==> config.mk <==
export PLATFORM = sky130hd
export DESIGN_NAME = tenc_compl_arbiter
export DESIGN_NICKNAME = d
export VERILOG_FILES = /design/src/rtl/tenc_compl_arbiter.sv
export SDC_FILE = /design/constraint.sdc
export NUM_CORES = 1
export LEC_CHECK = 0
export CORE_AREA = 2 2 153 155
export DETAILED_ROUTE_END_ITERATION = 16
export DIE_AREA = 0 0 155 157
export DONT_BUFFER_PORTS = 1
export MAX_ROUTING_LAYER = met4
export PLACE_DENSITY = 0.37
export SLEW_MARGIN = 20
export SYNTH_ARGS = -nofsm -noshare
export SYNTH_HDL_FRONTEND = slang
export SYNTH_SLANG_ARGS = --single-unit
export TNS_END_PERCENT = 100
==> constraint.sdc <==
create_clock -name clk -period 3.1 [get_ports clk]
set_input_delay 0.31 -clock clk [delete_from_list [all_inputs] [get_ports clk]]
set_output_delay 0.31 -clock clk [all_outputs]
set_load 0.02 [all_outputs]
==> src/rtl/tenc_compl_arbiter.sv <==
// Round-robin arbiter sharing the TLP completion encoder between the a4lm, cfg and fifo1
// completion sources. Latches one descriptor per grant and tracks the encoder until done or timeout.
module tenc_compl_arbiter #(
    parameter int DESC_W  = 95,
    parameter int TIMEOUT = 255
) (
    input  logic                  clk,
    input  logic                  reset,
    input  logic                  lnk_up,
    input  logic [2:0]            req_valid,
    input  logic [3*DESC_W-1:0]   req_desc,
    output logic [2:0]            req_ack,
    input  logic                  tlp_enc_ready,
    input  logic                  tenc_done,
    output logic                  tenc_req_compl,
    output logic [2:0]            tenc_tc,
    output logic [1:0]            tenc_attr,
    output logic [9:0]            tenc_length,
    output logic [15:0]           tenc_rid,
    output logic [7:0]            tenc_tag,
    output logic [7:0]            tenc_be,
    output logic [12:0]           tenc_addr,
    output logic [2:0]            tenc_compl_code,
    output logic [31:0]           tenc_data,
    output logic [1:0]            grant_id,
    output logic                  busy,
    output logic                  timeout_err
);

    // Field order mirrors the descriptor bit layout, data in the top bits.
    typedef struct packed {
        logic [31:0] data;
        logic [2:0]  compl_code;
        logic [12:0] addr;
        logic [7:0]  be;
        logic [7:0]  tag;
        logic [15:0] rid;
        logic [9:0]  length;
        logic [1:0]  attr;
        logic [2:0]  tc;
    } desc_t;

    typedef enum logic [1:0] {S_IDLE, S_ISSUE, S_WAIT} state_t;

    state_t          state;
    desc_t [2:0]     src_desc;
    desc_t           desc_q;
    logic [1:0]      last;
    logic [7:0]      cnt;
    logic [1:0]      p0, p1, win;

    for (genvar g = 0; g < 3; g++) begin : g_src
        assign src_desc[g] = desc_t'(req_desc[g*DESC_W +: $bits(desc_t)]);
    end

    function automatic logic [1:0] nxt(input logic [1:0] x);
        return (x == 2'd2) ? 2'd0 : x + 2'd1;
    endfunction

    // Scan last+1, last+2, then last itself.
    always_comb begin
        p0  = nxt(last);
        p1  = nxt(p0);
        win = last;
        if (req_valid[p0])
            win = p0;
        else if (req_valid[p1])
            win = p1;
    end

    always_ff @(posedge clk or posedge reset) begin
        if (reset) begin
            state          <= S_IDLE;
            desc_q         <= '0;
            grant_id       <= 2'd0;
            last           <= 2'd2;
            cnt            <= 8'd0;
            req_ack        <= 3'b000;
            tenc_req_compl <= 1'b0;
            busy           <= 1'b0;
            timeout_err    <= 1'b0;
        end else begin
            req_ack        <= 3'b000;
            tenc_req_compl <= 1'b0;
            timeout_err    <= 1'b0;
            case (state)
                S_IDLE: begin
                    if (lnk_up && tlp_enc_ready && |req_valid) begin
                        desc_q         <= src_desc[win];
                        grant_id       <= win;
                        req_ack        <= 3'b001 << win;
                        tenc_req_compl <= 1'b1;
                        busy           <= 1'b1;
                        cnt            <= 8'd0;
                        state          <= S_ISSUE;
                    end
                end
                S_ISSUE, S_WAIT: begin
                    // Link loss abandons the transaction without touching the pointer.
                    if (!lnk_up) begin
                        state <= S_IDLE;
                        busy  <= 1'b0;
                        cnt   <= 8'd0;
                    end else if (tenc_done) begin
                        last  <= grant_id;
                        state <= S_IDLE;
                        busy  <= 1'b0;
                        cnt   <= 8'd0;
                    end else if (state == S_WAIT && cnt == 8'(TIMEOUT - 1)) begin
                        timeout_err <= 1'b1;
                        last        <= grant_id;
                        state       <= S_IDLE;
                        busy        <= 1'b0;
                        cnt         <= 8'd0;
                    end else begin
                        if (state == S_WAIT)
                            cnt <= cnt + 8'd1;
                        state <= S_WAIT;
                    end
                end
                default: state <= S_IDLE;
            endcase
        end
    end

    assign tenc_tc         = desc_q.tc;
    assign tenc_attr       = desc_q.attr;
    assign tenc_length     = desc_q.length;
    assign tenc_rid        = desc_q.rid;
    assign tenc_tag        = desc_q.tag;
    assign tenc_be         = desc_q.be;
    assign tenc_addr       = desc_q.addr;
    assign tenc_compl_code = desc_q.compl_code;
    assign tenc_data       = desc_q.data;

endmodule

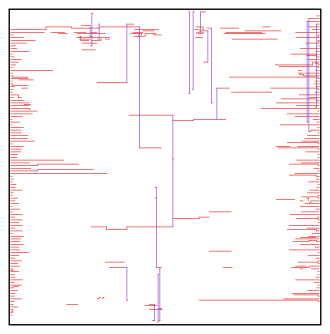
(signal wires by layer)
Scale: 2 px per µm. Only two layers are drawn.
purple -> metal 4  # wire length 599 µm
red -> metal 3  # wire length 2130 µm

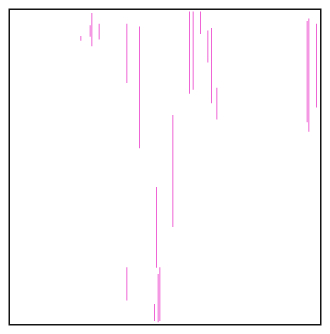
(met4 routing)
Scale: 2 px per µm.
longest straight run = 60.5 µm
nets with wire on the layer = 19

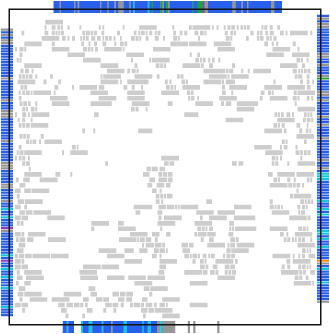
(pin placement)
Scale: 2 px per µm. Pins as bars across the die edge, other pins in gray.
purple -> tenc_tc  # pins 3, direction output, edge 2 west, 1 north
orange -> reset  # pins 1, direction input, edge east
blue -> req_desc  # pins 285, direction input, edge 94 north, 80 west, 75 east, 36 south
cyan -> tenc_data  # pins 32, direction output, edge 12 east, 11 south, 7 west, 2 north
green -> tenc_tag  # pins 8, direction output, edge 7 north, 1 east

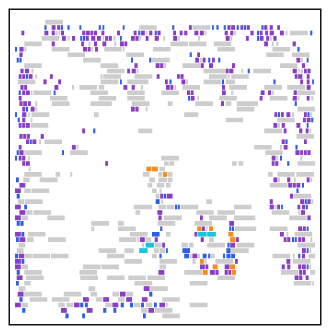
(gate families picked out)
Scale: 2 px per µm.
orange -> AND and OR gates  # cells 12, most used or4_1
blue -> NAND gates  # cells 114, most used nand2_1, where all over the die
purple -> inverting AOI/OAI gates  # cells 259, most used o21ai_0, where all over the die
cyan -> adder and majority cells  # cells 4, most used ha_1, where south
Post-Layout Cell Count: 964
logic share of the area: 40.6%
most frequent logic cell in the layout: dfrtp_1

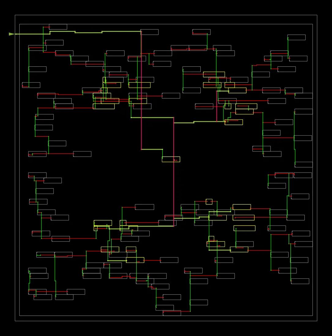
(clock wiring as the flow saved it)
Sink Count: 115
Worst-Skew Late Latency: 410 ps
flop count: 115

==> flow_metrics.tcl <==
# flow metrics
set metrics [dict create \
    power.density_mw_per_mm2 1140 \
    critical-path-top-delay-family "simple AND/OR/NAND/NOR gates" \
    core_mm2 0.0225 \
    num-nets-final 963 \
    numCtsBuffers 17 \
    drtAntennaViolNets 0 \
    aoi_share_pct 30.3 \
    dp.cells 931 \
    slew_headroom_pct 51.1 \
    rrSetupSlack_ps 840 \
    grt_pass1_vias 5645 \
    synth_nets 991 \
    grt_pass1_wl_um 32700 \
    r2r_end "tenc_tc[2]" \
    fp_util_pct 26.7 \
    final-setup-viol-count 0 \
    antenna_cells 0 \
    cts_hold_buf 1 \
    rsz0062_at_grt "no" \
    layout_setup_ws_ps 837 \
    fill_cells 2353 \
    hold_viol_final 0 \
    critPathMaxFanout 45 \
    cp_num_cells 5 \
    critPathKind "flip-flop to flip-flop" \
    async_flop_share_pct 100 \
    logic_family "AND-OR/OR-AND gates" \
    drive_gt1_share_pct 9.13 \
    final_cell_area_mm2 0.00694 \
    drt_drc_violations_left 0 \
    port_buffers 0 \
    path_cells "nor4b_1, or3_2, buf_12, a21oi_1, a31oi_1" \
    grt_usage_pct 17.9 \
    synthMuxAreaShare_pct 0.542 \
    cts-root-buf "clkbuf_16" \
    status "completed" \
    syn_inst 694 \
    ys.flops 115 \
    mappedNetlistArea_mm2 0.00600 \
    critPathArrivalTime_ps 2540 \
    yosys-stat-area_mm2 0.00600 \
    leakagePower_nw 2.65 \
    die_w_um 155 \
    min_period_ps 2260 \
    skew_ps 10.3 \
    min_to "tenc_addr[10]" \
    finalPower_mw 7.90 \
    slowest_stage "or3_2" \
    post-dp-hpwl_um 16200 \
    via_per_inst 5.84 \
    ys_cells 694 \
    worstPathRequired_ps 3380 \
    die_y_um 157 \
    area_delta_synth_final_pct 15.7 \
    cp_slowest_stage_delay_ps 750 \
    wl_per_cell_um 23.1 \
    edf_count 0 \
    dieArea_mm2 0.0243 \
    first_iter_violations 639 \
    path_buffers 1 \
    tns_ps 0 \
    ctsHtreeMaxLevel 4 \
    startpoint_type "flip-flop" \
    maxCapViolCount 0 \
    path_clk_slew_ps 60 \
    yosys_warnings 0 \
    finish.utilization_pct 30.8 \
    largest_reg_flops 32 \
    gp_congestion 0.832 \
    grt_max_degree 60 \
    ir_drop_v 0.000348 \
    worst_hold_startpoint "req_desc[247]" \
    postSynthSeqShare_pct 48.0 \
    place_area_mm2 0.00624 \
    dr.pass1.iters 6 \
    min_delay_path_depth 2 \
    cts_tree "yes" \
    cts-resized-gates 0 \
    syn_area_per_cell_um2 8.64 \
    ys_sh_xor_pct 0 \
    max_freq_mhz 442 \
    rows 55 \
    layout_top_cells "dfrtp_1, nand2_1, o21ai_0" \
    max-clock-path-buffers 2 \
    warnings 28 \
]
[synth_stat cells, types with 3 or more instances]
master,instances,area (µm²)
a21oi_1,76,380
a221o_1,25,250
a31oi_1,70,438
buf_1,8,30.0
buf_2,8,40.0
buf_6,4,45.0
clkbuf_1,45,169
dfrtp_1,114,2850
ha_1,4,50.1
inv_1,6,22.5
nand2_1,81,304
nand3_1,25,125
nand4_1,4,25.0
nor2_1,74,278
nor2b_1,3,18.8
o21ai_0,78,390
o2bb2ai_1,25,219
o31ai_1,4,30.0
or3_1,3,18.8
or4_1,5,37.5
[layer usage]
layer  global-route usage (%)  part of all wire (%)  wire length, µm  vias to the layer above
li1                         -                     -                -                     2499
met1                     20.5                    38             8460                     2714
met2                     29.9                    50            11100                      366
met3                     5.48                   9.6             2130                       46
met4                     5.95                   2.7              599                        0
met5                        -                     0                0                        -
[cell type report]
| cell class | instances | area (µm²) | share of cell area [%] |
|---|---|---|---|
| Sequential cell | 115 | 2880 | 41.5 |
| Multi-Input combinational cell | 506 | 2820 | 40.6 |
| Clock buffer | 20 | 457 | 6.58 |
| Tap cell | 285 | 357 | 5.14 |
| Clock inverter | 12 | 228 | 3.28 |
| Timing Repair Buffer | 19 | 170 | 2.45 |
| Inverter | 7 | 30.0 | 0.433 |
[cells by family (layout without fill, tap and decap cells)]
family	count (synthesis)	in the layout
buffers and inverters	73	58
AOI/OAI and AO/OA	291	291
muxes	3	3
and+or+nand+nor	208	208
adders and majority gates	4	4
DFF	115	115
[power by group]
| group | internal (mW) | leakage (nW) | switching [mW] |
|---|---|---|---|
| Combinational | 0.814 | 0.961 | 1.28 |
| Sequential | 2.16 | 1.36 | 1.37 |
| Clock | 1.55 | 0.330 | 0.720 |
| Total | 4.53 | 2.65 | 3.37 |
Power figures rest on the tool's default switching activity, not on a simulated workload.
